### M1 wires

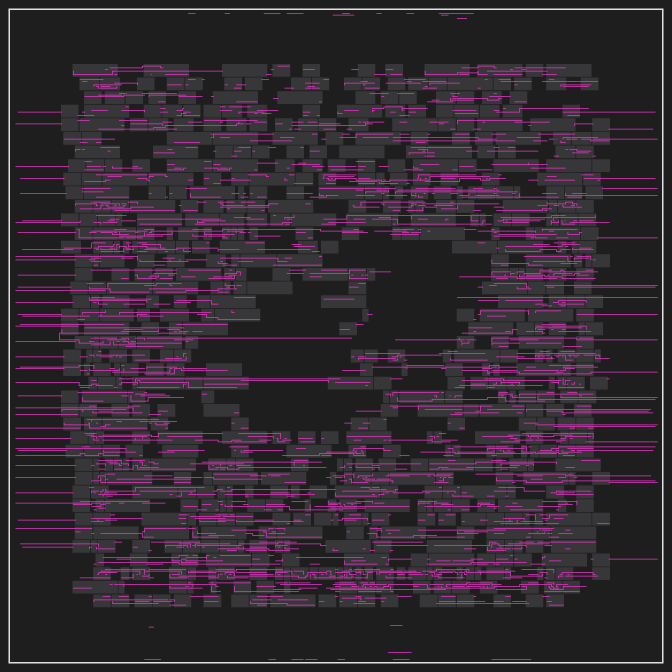
### Met2 routing

The bar under the picture is 50 µm long.
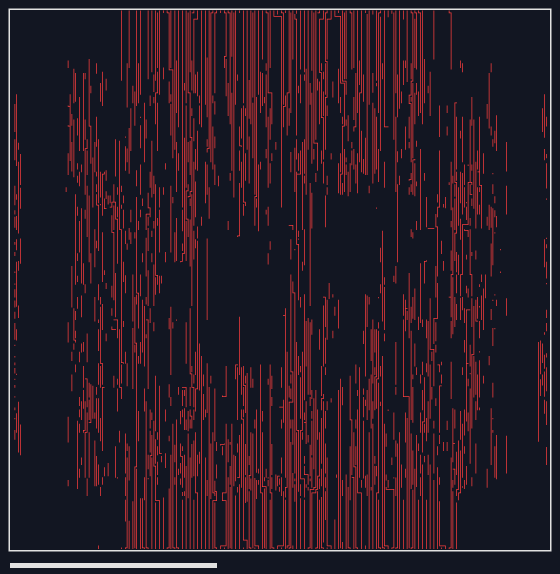
## config.mk

```make
export PLATFORM = sky130hd
export DESIGN_NAME = alu_share_arbiter
export DESIGN_NICKNAME = d
export VERILOG_FILES = /design/src/rtl/alu_share_arbiter.sv
export SDC_FILE = /design/constraint.sdc
export NUM_CORES = 1
export LEC_CHECK = 0
export ABC_CLOCK_PERIOD_IN_PS = 1900
export CAP_MARGIN = 20
export CORE_MARGIN = 10
export CORE_UTILIZATION = 38
export DETAILED_ROUTE_END_ITERATION = 10
export MAX_ROUTING_LAYER = met4
export PLACE_DENSITY_LB_ADDON = 0.25
export RECOVER_POWER = 100
export SLEW_MARGIN = 40
export SYNTH_ARGS = -nofsm -noshare
export SYNTH_HDL_FRONTEND = slang
export SYNTH_SLANG_ARGS = --single-unit
```

## constraint.sdc

```tcl
create_clock -name clk -period 1.9 [get_ports clk]
set_input_delay 0.475 -clock clk [delete_from_list [all_inputs] [get_ports clk]]
set_output_delay 0.475 -clock clk [all_outputs]
set_load 0.02 [all_outputs]
```

## src/rtl/alu_share_arbiter.sv

```systemverilog
// alu_share_arbiter: time-shares one combinational ALU between two requesters
// (0 = main execute path, 1 = address/aux path) with round-robin arbitration.
// Operands are registered before the ALU; result and ZERO flag are registered
// and returned on the winning requester's response channel.
// Optional build macro: ARB_B2B_EN lets a new request be accepted in the same
// cycle a response is taken, giving one op every two cycles.
//
// Handshake rules (both channels): a transfer happens on a rising clock edge
// where valid and ready for the same requester bit are both high. req_ready is
// combinational from req_valid and state and is never high for more than one
// requester. rsp_valid/rsp_data/rsp_zero stay stable until rsp_ready of the
// owning requester is seen.
module alu_share_arbiter #(
  parameter int DATA_WIDTH    = 32,
  parameter int ALUCTRL_WIDTH = 4
) (
  input  logic                       clk,
  input  logic                       rst_n,
  input  logic [1:0]                 req_valid,
  output logic [1:0]                 req_ready,
  input  logic [2*ALUCTRL_WIDTH-1:0] req_ctrl,
  input  logic [2*DATA_WIDTH-1:0]    req_op1,
  input  logic [2*DATA_WIDTH-1:0]    req_op2,
  output logic [1:0]                 rsp_valid,
  input  logic [1:0]                 rsp_ready,
  output logic [DATA_WIDTH-1:0]      rsp_data,
  output logic                       rsp_zero,
  output logic [ALUCTRL_WIDTH-1:0]   alu_ctrl,
  output logic [DATA_WIDTH-1:0]      alu_op1,
  output logic [DATA_WIDTH-1:0]      alu_op2,
  input  logic [DATA_WIDTH-1:0]      alu_sum,
  input  logic                       alu_zero
);

  typedef enum logic [1:0] {
    IDLE = 2'd0,
    EXEC = 2'd1,
    RESP = 2'd2
  } state_t;

  // state is the observable FSM state for checkers bound to this block
  state_t state;
  state_t state_nxt;

  logic                     rr_ptr;
  logic                     owner;
  logic                     winner;
  logic                     rsp_hs;
  logic                     grant_en;
  logic                     accept;
  logic [ALUCTRL_WIDTH-1:0] win_ctrl;
  logic [DATA_WIDTH-1:0]    win_op1;
  logic [DATA_WIDTH-1:0]    win_op2;

  // Round-robin pick: the pointed-to requester if valid, otherwise the other one
  always_comb begin
    winner   = req_valid[rr_ptr] ? rr_ptr : ~rr_ptr;
    win_ctrl = winner ? req_ctrl[ALUCTRL_WIDTH +: ALUCTRL_WIDTH] : req_ctrl[0 +: ALUCTRL_WIDTH];
    win_op1  = winner ? req_op1[DATA_WIDTH +: DATA_WIDTH] : req_op1[0 +: DATA_WIDTH];
    win_op2  = winner ? req_op2[DATA_WIDTH +: DATA_WIDTH] : req_op2[0 +: DATA_WIDTH];
  end

  // Grant window and handshake decode; rst_n gate keeps req_ready low during reset
  always_comb begin
    rsp_hs = (state == RESP) && rsp_ready[owner];
`ifdef ARB_B2B_EN
    grant_en = (state == IDLE) || rsp_hs;
`else
    grant_en = (state == IDLE);
`endif
    accept    = rst_n && grant_en && (|req_valid);
    req_ready = accept ? (winner ? 2'b10 : 2'b01) : 2'b00;
    rsp_valid = (state == RESP) ? (owner ? 2'b10 : 2'b01) : 2'b00;
  end

  // Next-state logic: IDLE -> EXEC -> RESP -> IDLE (or RESP -> EXEC on a back-to-back grant)
  always_comb begin
    state_nxt = state;
    case (state)
      IDLE:    if (accept) state_nxt = EXEC;
      EXEC:    state_nxt = RESP;
      RESP:    if (rsp_hs) state_nxt = accept ? EXEC : IDLE;
      default: state_nxt = IDLE;
    endcase
  end

  // State register
  always_ff @(posedge clk or negedge rst_n) begin
    if (!rst_n) state <= IDLE;
    else        state <= state_nxt;
  end

  // Operand capture on grant; alu_* hold the last accepted op while idle
  always_ff @(posedge clk or negedge rst_n) begin
    if (!rst_n) begin
      alu_ctrl <= '0;
      alu_op1  <= '0;
      alu_op2  <= '0;
      owner    <= 1'b0;
      rr_ptr   <= 1'b0;
    end else if (accept) begin
      alu_ctrl <= win_ctrl;
      alu_op1  <= win_op1;
      alu_op2  <= win_op2;
      owner    <= winner;
      rr_ptr   <= ~winner;
    end
  end

  // Result capture one cycle after the operands reach the ALU
  always_ff @(posedge clk or negedge rst_n) begin
    if (!rst_n) begin
      rsp_data <= '0;
      rsp_zero <= 1'b0;
    end else if (state == EXEC) begin
      rsp_data <= alu_sum;
      rsp_zero <= alu_zero;
    end
  end

endmodule

```

==> run summary <==
Notes on the flow outputs.

- For this run the detailed placement stage logged an HPWL of 13300 µm.
- The die span in x reads 130 µm.
- The biggest slice of the total power is consumed by combinational cells.
- The combinational cell fraction of total power reads 52.5%.
- In the final report, the number of hold violations comes to 0.
- The async set or reset register ratio after synthesis reads 100%.
- The most used routing layer in global routing reads met2.
- The commonest register cell is dfrtp_1.
- The arrival time reported for the critical path endpoint reads 1550 ps.
- For this design the total switching power over the nets is 0.00457 W.
- The checks that failed: negative setup slack.
- The maximum count of clock buffers along a single path reads 2.
- The floorplan report lists the tap cell count as 147.
- The floorplan-stage core utilization is 38.7%.
- The non-clock buffer count in the final layout reads 298.
- The worst setup path endpoint is req_ready[1].
- The number of global-route vias before repair came to 4693.
- The multi-input gate count is 252.
- The number of vias per cell after detailed routing is 5.39.
- The synthesis run shows the most used standard cells to be dfrtp_1, nand2_1, a221o_1, nor3_1, mux2_2.
- Leaving out the clock tree, the finished layout contains an inverter count of 3.
- The synthesized-area fraction occupied by ao, oa, aoi and oai cells reads 15.1%.
- The worst slew slack as a fraction of its limit is 45.6%.
- The required time at the endpoint of the critical path is 1420 ps.
- The mux cell area share after synthesis reads 8.27%.
- The highest net fanout along the worst path is 3.
- The area taken by multi-input combinational cells is reported as 1830 µm².
- In this run the maximum-capacitance check reported violations numbering 0.
- Routing resource usage on met3 recorded by global route was 4.83%.
- In this run, the number of DRC markers left after iteration 0 of detailed routing was 314.
- The number of sinks handled by clock tree synthesis is 105.
- The setup violation total in the final timing report reads 2.
- The longest incremental delay of any stage on the critical path is reported as 430 ps.
- The routed wire length on met2 is 9660 µm.
- The post-synth count of flops with an enable pin is 0.
- The max-slew violation count is 0.
- The I/O pin count reads 280.
- The share of the clock period used by the worst path reads 106%.
- After layout, the setup clock skew is reported as 6.10 ps.
- The slowest stage cell on the critical path is dfrtp_1.
- In the post-route analysis, the smallest setup slack over all paths is -121 ps.
- The most frequently placed logic cell in the final layout is clkdlybuf4s50_1.
- The count of clock buffers in the final design is 12.
- The mean routed wirelength per cell reads 22.2 µm.
- The buffers plus inverters on the worst setup path is 1.
- The endpoint kind of the worst setup timing path is an output port.
- As reported, the later end of the worst-skew pair has a clock insertion delay of 350 ps.
- The number of antenna cells inserted is 2.
- The clock transition at the registers of the reported paths is 70 ps.
- The clock buffer count from CTS is 9.
- The flow ran to the end, but the final reports show violations.
- The detailed-route DRC error count is 0.
- The relative area of clock buffers and inverters in the final design reads 3.69%.
- The routability congestion estimate from global placement reads 0.787.
- The share of the Yosys chip area taken by registers is 56.7%.
- The combinational power reported by the tool is 0.00639 W.
- The detail route stage leaves a number of antenna-violating nets equal to 0.
- By instance count after routing, the leading logic cell types are clkdlybuf4s50_1, dfrtp_1, nand2_1.
- Among the non-sequential cells, simple AND/OR/NAND/NOR gates take the most area.
- The count of mapped cells out of synthesis is 403.
- The final layout contains 844 nets.
- For met1 alone, demand over resource in global routing was 23.8%.
- The count of yosys warnings during synthesis is 0.
- The cell type with the highest aggregate area in the netlist reads dfrtp_1.
## Picture notes: 'M1 wires'
share of all routed wire: 38%
wire length on this layer: 6970 µm
nets with wire on the layer: 772

## Picture notes: 'Met2 routing'
wire length on this layer: 9660 µm
share of all routed wire: 53%
longest straight run: 47.4 µm
nets with wire on the layer: 756
main direction: vertical
met2 Track Usage GR: 36.0%
total via count in the routed design: 4439
total wire length: 18200 µm

## stage by stage
step	TNS (ps)	setup slack, ps	area [µm²]	hold slack, ps	total power [W]
finish	-157	-121	7940	258	0.0122
floorplan	-75.5	-75.5	4640	179	0.00704
detailed placement	-34740	-564	7600	493	0.0104
CTS	-155	-155	7900	273	0.0123
global route	-1210	-188	7940	309	0.0128
global placement	-29900	-474	7600	487	0.0102
## flip-flops by register name, summed over array words and instances, names as in the netlist
register / count
owner: 1
alu_op1: 32
rsp_zero: 1
state: 2
alu_op2: 32
alu_ctrl: 4
rr_ptr: 1
rsp_data: 32
## what timing repair did
action,4_1_cts,5_1_grt
resized,21,6
buffers inserted,1,1
hold buffers,0,0
setup endpoints to repair,72,70
pin swaps,1,2
Power and IR drop assume default switching activity.
